Figure 1. Sequential cells coloured by netlist name (run 1).
Drawn at 8 px/micron. Other sequential cells in the stronger grey, the rest of the logic in the fainter grey.
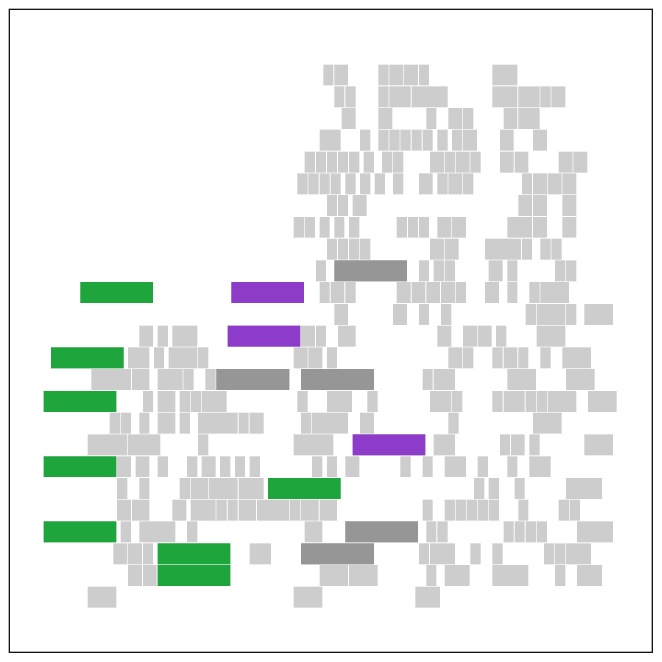
Figure 2. Wiring by layer (run 1).
Drawn at 4 px/micron. Two of the layers only.
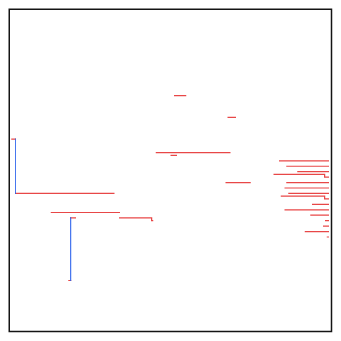
Figure 3. Cell outlines without signal wires (run 1).
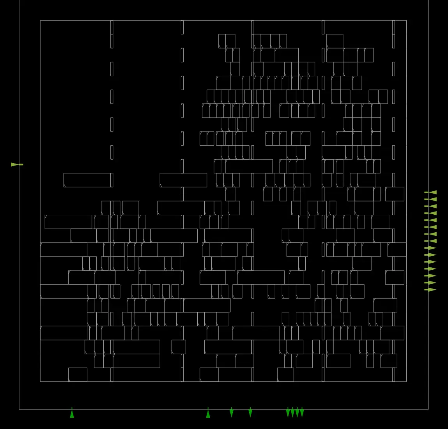
[src/rtl/arb_pkg.sv]
// Shared constants and state encoding for the round-robin arbiter.
package arb_pkg;

  localparam int unsigned N_REQ = 8;
  localparam int unsigned IDX_W = 3;

  localparam logic ST_IDLE = 1'b0;
  localparam logic ST_BUSY = 1'b1;

  typedef enum logic {
    StIdle = ST_IDLE,
    StBusy = ST_BUSY
  } arb_state_e;

endpackage

[src/rtl/decoder3to8.sv]
// 3-to-8 binary-to-one-hot decoder.
module decoder3to8
  import arb_pkg::*;
(
  input  logic [IDX_W-1:0] sel,
  output logic [N_REQ-1:0] y
);

  always_comb begin
    y      = '0;
    y[sel] = 1'b1;
  end

endmodule

[src/rtl/rr_arbiter8.sv]
// Eight-way round-robin arbiter with hold-until-release handshake and hold-time watchdog.
module rr_arbiter8
  import arb_pkg::*;
#(
  parameter int unsigned HOLD_W   = 8,
  parameter int unsigned MAX_HOLD = 100
) (
  input  logic             clk,
  input  logic             rst_n,
  input  logic [N_REQ-1:0] req,
  input  logic             rel,
  output logic [N_REQ-1:0] gnt,
  output logic [IDX_W-1:0] gnt_idx,
  output logic             gnt_valid,
  output logic             timeout
);

  localparam logic              WatchdogEn = (MAX_HOLD != 0);
  localparam logic [HOLD_W-1:0] HoldLast   = (MAX_HOLD == 0) ? '0 : HOLD_W'(MAX_HOLD - 1);

  arb_state_e        state_q, state_d;
  logic [IDX_W-1:0]  ptr_q, ptr_d;
  logic [IDX_W-1:0]  idx_q, idx_d;
  logic [HOLD_W-1:0] cnt_q, cnt_d;
  logic              timeout_q, timeout_d;

  logic              owner_gone;
  logic              hold_expired;
  logic [N_REQ-1:0]  gnt_raw;

  // First set bit of r, scanning p, p+1, ... p+7 with 3-bit wrap. The downward loop lets the
  // smallest offset overwrite any later candidate.
  function automatic logic [IDX_W-1:0] rr_pick(input logic [N_REQ-1:0] r,
                                               input logic [IDX_W-1:0] p);
    logic [IDX_W-1:0] cand;
    rr_pick = p;
    for (int k = N_REQ - 1; k >= 0; k--) begin
      cand = p + IDX_W'(k);
      if (r[cand]) rr_pick = cand;
    end
  endfunction

  assign owner_gone   = ~req[idx_q];
  assign hold_expired = WatchdogEn && (cnt_q == HoldLast);

  always_comb begin
    state_d   = state_q;
    ptr_d     = ptr_q;
    idx_d     = idx_q;
    cnt_d     = cnt_q;
    timeout_d = 1'b0;
    unique case (state_q)
      StIdle: begin
        if (|req) begin
          idx_d   = rr_pick(req, ptr_q);
          cnt_d   = '0;
          state_d = StBusy;
        end
      end
      StBusy: begin
        if (rel || owner_gone || hold_expired) begin
          state_d   = StIdle;
          ptr_d     = idx_q + IDX_W'(1);
          cnt_d     = '0;
          // A watchdog hit that coincides with a normal release is not reported.
          timeout_d = hold_expired && !rel && !owner_gone;
        end else if (cnt_q != '1) begin
          cnt_d = cnt_q + HOLD_W'(1);
        end
      end
      default: state_d = StIdle;
    endcase
  end

  always_ff @(posedge clk or negedge rst_n) begin
    if (!rst_n) begin
      state_q   <= StIdle;
      ptr_q     <= '0;
      idx_q     <= '0;
      cnt_q     <= '0;
      timeout_q <= 1'b0;
    end else begin
      state_q   <= state_d;
      ptr_q     <= ptr_d;
      idx_q     <= idx_d;
      cnt_q     <= cnt_d;
      timeout_q <= timeout_d;
    end
  end

  decoder3to8 u_dec (
    .sel (idx_q),
    .y   (gnt_raw)
  );

  assign gnt_valid = (state_q == StBusy);
  assign gnt_idx   = idx_q;
  assign timeout   = timeout_q;
  assign gnt       = gnt_raw & {N_REQ{gnt_valid}};

endmodule

[config.mk]
export PLATFORM = sky130hd
export DESIGN_NAME = rr_arbiter8
export DESIGN_NICKNAME = d
export VERILOG_FILES = /design/src/rtl/arb_pkg.sv /design/src/rtl/decoder3to8.sv /design/src/rtl/rr_arbiter8.sv
export SDC_FILE = /design/constraint.sdc
export NUM_CORES = 1
export LEC_CHECK = 0
export ABC_AREA = 1
export CAP_MARGIN = 25
export CORE_MARGIN = 4
export CORE_UTILIZATION = 30
export DETAILED_ROUTE_END_ITERATION = 10
export PLACE_DENSITY = 0.53
export REMOVE_ABC_BUFFERS = 1
export SLEW_MARGIN = 20
export SYNTH_ARGS = -nofsm -noshare
export SYNTH_HDL_FRONTEND = slang
export SYNTH_SLANG_ARGS = --single-unit
export TNS_END_PERCENT = 5
[constraint.sdc]
create_clock -name clk -period 2.53 [get_ports clk]
set_input_delay 0.759 -clock clk [delete_from_list [all_inputs] [get_ports clk]]
set_output_delay 0.759 -clock clk [all_outputs]
set_load 0.03 [all_outputs]
==> impl_metrics.ini, run 1 <==
; yosys + openroad results
[placed_design]
dpl-instance-area_sq_um = 1910
io_buffers = 23

[floorplanning]
pin_count = 24
fp-utilization_pct = 30.8
die-area_sq_um = 6430
die_h_microns = 80.2
die_w_microns = 80.2

[detailed_routing]
wl_met2_microns = 2010
wl_per_cell_microns = 11.6
vias = 1671
drt_iter0_drc = 62
drc = 0
viasPerCell = 4.60
wirelength_microns = 4230

[clocking]
cts-root-buf = clkbuf_8
insertion_delay_ns = 0.25
cts_buffer_depth = 2
clkTransAtPathRegs_ns = 0.06
ctsHoldBuffers = 0

[synth]
syn-instance-count = 262
yosys_warnings = 0
ys_seq_elements = 16
simple_gate_share_pct = 47.1
muxShareOfSynthArea_pct = 0
ys_sh_adder_pct = 3.20
postSynthSeqShare_pct = 25.6
topCellsByArea = dfrtp_1, nand2_1, nand3_1, inv_1, nor2_1
ff_type = dfrtp_1
ys_area_sq_um = 1560
synthAoiAreaFrac_pct = 9.68

[sta]
hold_viol = 0
finalSetupViolations = 0
finalCriticalPeriod_ns = 2.32
clock_skew_ns = 0.00388
grt_setup_unrepaired = false

[power]
power_density_nw_per_um2 = 1440
ir_worst_vdd_v = 0.000467

[critical_path]
arrival_ns = 1.57
crit_path_end_kind = output port
crit_fanout = 7

[global_route]
grt_pass1_vias = 1648
grt_usage_pct = 14.6
grt_max_degree = 12

[finish]
drive_above_1_share_pct = 9.22
fin_area_sq_um = 1970
area_growth_pct = 25.9

[flow_run]
timing.max_cap.violations = 0

[status]
run_status = complete, no violations
About Figure 1:
Key: cnt_q = green [flops 8]; ptr_q = purple [flops 3]
final core utilization: 38.8%
total sequential power: 0.000434 W
Register Area: 400 sq um
Seq area share: 20.3%

About Figure 2:
Key: M4 = blue [wire length 29.2 microns]; M3 = red [wire length 198 microns]

About Figure 3:
Core Area: 5070 sq um
row count: 26
Filler Cell Count: 574
tap cells: 70
Non-Filler Instances: 363

run 1: stage by stage:
step / setup WS, ns / power (W) / instances / TNS (ns)
2_1_floorplan: 0.502 / 0.00201 / 258 / 0
3_3_place_gp: 0.00230 / 0.00267 / 359 / 0
3_5_place_dp: -0.00497 / 0.00265 / 359 / -0.00497
4_1_cts: 0.0111 / 0.00288 / 363 / 0
5_1_grt: 0.111 / 0.00320 / 363 / 0
6_report: 0.205 / 0.00284 / 363 / 0
run 1: area by class of cell:
cell class / count / area (sq um) / area share, %
Tap cell: 70 / 87.6 / 4.45
Timing Repair Buffer: 31 / 292 / 14.8
Inverter: 40 / 153 / 7.75
Clock buffer: 4 / 55.1 / 2.80
Multi-Input combinational cell: 202 / 982 / 49.9
Sequential cell: 16 / 400 / 20.3
run 1: timing repair:
item / in CTS / in global routing
resized: 5 / 3
setup endpoints to repair: 5 / 3
cloned: 0 / 0
run 1: power by group:
| group | switching (W) | total, W | internal, W |
|---|---|---|---|
| Clock | 0.0000858 | 0.000224 | 0.000138 |
| Combinational | 0.00139 | 0.00219 | 0.000799 |
| Sequential | 0.000108 | 0.000434 | 0.000326 |
| Total | 0.00158 | 0.00284 | 0.00126 |
run 1: path summary, 6_finish.rpt:
check	from	endpoint	slack, ns	depth (start not counted)
min in group asynchronous	rst_n	ptr_q[1]	0.81	1
max in group asynchronous	rst_n	cnt_q[0]	1.25	2
setup reg to reg	ptr_q[1]	gnt_idx[1]	0.57	14
hold reg to reg	cnt_q[6]	cnt_q[6]	0.49	1
setup / recovery	gnt_idx[0]	gnt_idx[0]	0.21	2
hold / removal	cnt_q[6]	cnt_q[6]	0.49	1
run 1: registers in the layout, indices dropped and copies added (netlist names):
name,count
timeout,1
ptr_q,3
gnt_idx,3
cnt_q,8
gnt_valid,1
run 1: critical path, cell delays in order (launching register included):
cell             delay [ns]
dfrtp_1                0.46
buf_4                  0.19
clkdlybuf4s50_1        0.67
run 1: layer usage:
layer  up-vias  track usage [%]
li1        902                -
met1       731             18.7
met2        34             25.6
met3         4             2.91
met4         0             2.03
met5         -                0
run 1: layout by cell type, fill, tap and decap left out, drive strengths merged:
master         instances
o21ai                  6
buf                    8
dlygate4sd2            5
o21a                   1
clkbuf                 4
or2                    1
inv                   39
nand2                 92
dlymetal6s2s           3
ha                     4
o211ai                 3
nand3                 43
nor4                   2
a21oi                 13
a31oi                  1
clkinv                 1
nor2                  23
o32ai                  1
xnor2                  3
clkdlybuf4s50         15
dfrtp                 16
xor2                   2
nand4                  1
nor3                   6
run 1: kinds of logic (layout without fill, tap and decap cells):
group           after synthesis  in the layout
compound gates               25             25
flops                        16             16
simple gates                168            168
xor+xnor                      5              5
fa+ha+maj                     4              4
buf+inv                      44             75
==> run 1 -> run 2 <==
==> constraint.sdc (replaced) <==
create_clock -name clk -period 2.3 [get_ports clk]
set_input_delay 0.69 -clock clk [delete_from_list [all_inputs] [get_ports clk]]
set_output_delay 0.69 -clock clk [all_outputs]
set_load 0.03 [all_outputs]
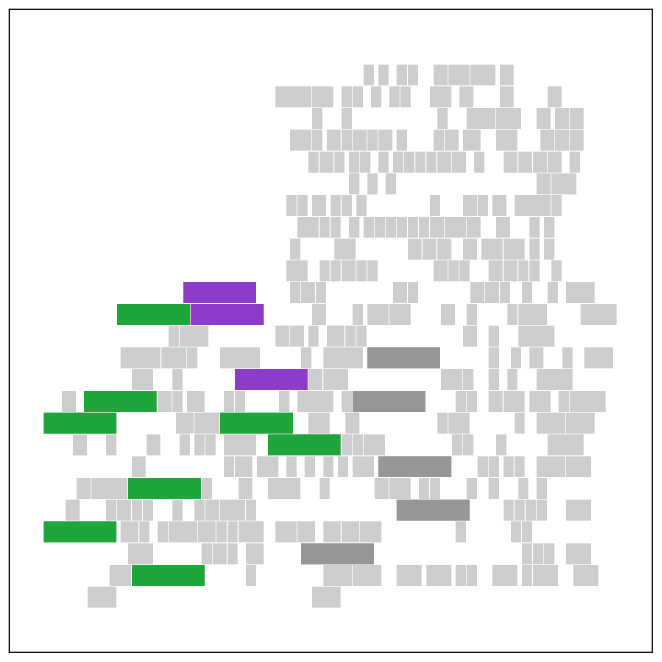
Figure 4: run 2, sequential cells coloured by netlist name.
Drawn at 8 px/micron. Other sequential cells in the stronger grey, the rest of the logic in the fainter grey.
Key: cnt_q = green [flops 8]; ptr_q = purple [flops 3]
Another 5 sequential cells are not coloured.

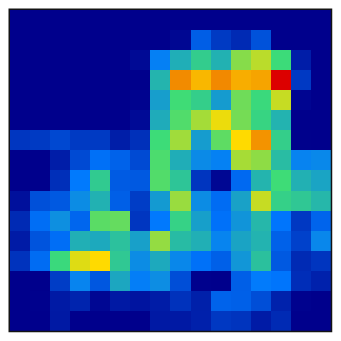
Figure 5: run 2, signal metal coverage by tile.
Drawn at 4 px/micron. The die is cut into 16 by 16 equal tiles; dark blue is low, red is high, scaled to the fullest tile. Values are wire area over tile area, all layers added.
13% of the tiles are over half the peak. The densest ninth of the die: right middle. The mean over all tiles is 0.11.
final WL: 4340 microns
GR Util All Layers: 14.1%
WL/cell: 11.5 microns

==> run 2 against run 1 <==
Clock skew decreased by 0.0013 ns. Worst setup slack got worse by 0.091 ns. Via count up 5.2%. Routed wire length up 2.6%. Power is 17% higher. Clock power decreased by 8%. Critical path depth up 3. Core utilization grew 2.0 points. Register-to-register slack worse by 0.27 ns. Critical endpoint is now gnt[5]. Highest routed layer unchanged.
==> impl_metrics.ini, run 2 <==
; yosys + openroad results
[sta]
holdWs_ns = 0.497
finalCriticalPeriod_ns = 2.19
fin_ws_ns = 0.115
drv_slew = 0
slew_headroom_pct = 73.5
hold_viol = 0
grt_setup_unrepaired = false
clock_skew_ns = 0.00257
finalSetupViolations = 0

[global_route]
antenna_found_initial = 0
grt_max_degree = 17
grt_pass1_vias = 1649
grt.overflow.total = 0

[critical_path]
worstReg2RegEnd = gnt_idx[1]
crit_path_end_kind = output port
crit_chain = inv_1 -> nor2_1 -> inv_1 -> nor2_1 -> dlygate4sd2_1
path_delay_family = buffers and inverters
crit_path_max_incr_delay_ns = 0.48
cp-start-kind = flip-flop
crit_fanout = 7
worst_path_max_delay_cell = dfrtp_1
critPathKind = flip-flop to output port
rr_worst_depth = 15
cp_num_cells = 5
r2r-start = ptr_q[0]
r2r_slack_ns = 0.30
path_buffers = 3
arrival_ns = 1.50

[detailed_routing]
viasPerCell = 4.68
ant_nets = 0
drc = 0
vias = 1758
drt_iter0_drc = 93

[finish]
fill_cells = 569
layout.area.seq_sq_um = 400
regMostFlops = cnt_q
area_growth_pct = 32.3
combGateArea_sq_um = 990
largest_reg_flops = 8
drive_above_1_share_pct = 13.7
mostFrequentLayoutCells = nand2_1, nand3_1, inv_1
fin_area_sq_um = 2070
fin_util_pct = 40.8
final_layout_top_logic_cell = nand2_1

[clocking]
ctsHoldBuffers = 0
cts-root-buf = clkbuf_8
clkTransAtPathRegs_ns = 0.06
cts_buffer_depth = 2
numCtsBuffers = 3
insertion_delay_ns = 0.24

[power]
switchingPower_w = 0.00181
seqPwrFrac_pct = 13.6
combPwrFrac_pct = 80.2
ir_worst_vdd_v = 0.000574
netSwitchingFraction_pct = 54.4
p_int_w = 0.00152
power_density_nw_per_um2 = 1610
leakage_nw = 1.12
pwr-share-clk_pct = 6.1

[placed_design]
gp_routability_congestion = 0.841
io_buffers = 23
dpl-instance-area_sq_um = 2020
dpl.hpwl_microns = 3620
place_ws_ns = -0.138

[synth]
postSynthSeqShare_pct = 25.6
ys_seq_elements = 16
async_flop_share_pct = 100
synthDominantCellAreaShare_pct = 25.6
yosys_warnings = 0
top_cell = nand2_1
ys_area_sq_um = 1560
common_cells = nand2_1, nand3_1, inv_1
topCellsByArea = dfrtp_1, nand2_1, nand3_1, inv_1, nor2_1
ff_type = dfrtp_1
syn-instance-count = 262
ys_cells = 262
synthDistinctLibCells = 31

[hold_path]
hold_end = cnt_q[6]
min_path_cells = 1
hold_start = cnt_q[6]

[flow_run]
warning_count = 26
timing.max_cap.violations = 0

[floorplanning]
die_w_microns = 80.2
fp-utilization_pct = 30.8
die-area_sq_um = 6430
core-area_sq_um = 5070
die_h_microns = 80.2
pin_count = 24
placementRows = 26

[status]
run_status = complete, no violations
[run 2: worst max-delay path by stage]
stage | from | to | slack [ns]
after global placement | req[7] | gnt_idx[2] | -0.16
after detailed placement | req[7] | gnt_idx[2] | -0.14
after floorplan | ptr_q[0] | gnt_idx[1] | 0.28
after CTS | gnt_idx[2] | gnt[5] | 0.09
after global routing | gnt_idx[2] | gnt[4] | 0.001
final | gnt_idx[2] | gnt[5] | 0.11
[run 2: kinds of logic (layout without fill, tap and decap cells)]
group	Yosys count	in the layout	share of synthesized area, %
compound gates	25	25	9.68
xor+xnor	5	5	2.80
fa+ha+maj	4	4	3.20
buf+inv	44	88	11.6
flops	16	16	25.6
simple gates	168	168	47.1
[run 2: layout make-up]
cell class | instances | area share [%]
Timing Repair Buffer | 45 | 19.2
Inverter | 40 | 7.38
Sequential cell | 16 | 19.3
Multi-Input combinational cell | 202 | 47.8
Clock buffer | 3 | 2.00
Tap cell | 70 | 4.23
[run 2: repair_timing]
action,CTS,global route
endpoints found under the setup margin,8,7
gates resized,8,7
setup buffers,0,0
[run 2: worst register-to-register path: stages, from the launching register on]
cell	delay, ns
dfrtp_1	0.39
buf_4	0.18
ha_1	0.21
xnor2_1	0.22
inv_1	0.10
nand3_1	0.14
nand2_2	0.09
a21oi_1	0.13
nand2_1	0.07
nand2_1	0.06
nand2_1	0.05
nand2_1	0.05
nand2_1	0.04
nand2_1	0.06
nand2_1	0.07
o21ai_0	0.08
[run 2: through the flow]
step / total power, W / TNS [ns] / cells
6_report: 0.00334 / 0 / 376
5_1_grt: 0.00376 / 0 / 376
4_1_cts: 0.00333 / 0 / 376
3_5_place_dp: 0.00313 / -1.22 / 373
3_3_place_gp: 0.00316 / -1.53 / 373
2_1_floorplan: 0.00221 / 0 / 258
[run 2: power by group through the flow]
stage               sequential [W]  combinational [W]  clock [W]
finish                    0.000456            0.00268   0.000205
global route              0.000472            0.00306   0.000225
CTS                       0.000455            0.00266   0.000213
detailed placement        0.000460            0.00267          0
global placement          0.000459            0.00270          0
floorplan                 0.000559            0.00165          0
[run 2: routing by layer]
metal,routed length [microns],global-route usage [%]
met1,2030,18.2
met4,14,1.01
met5,0,0
met2,2030,25.3
met3,257,2.47
No activity file was given, so power comes from the tool's default toggle rates.
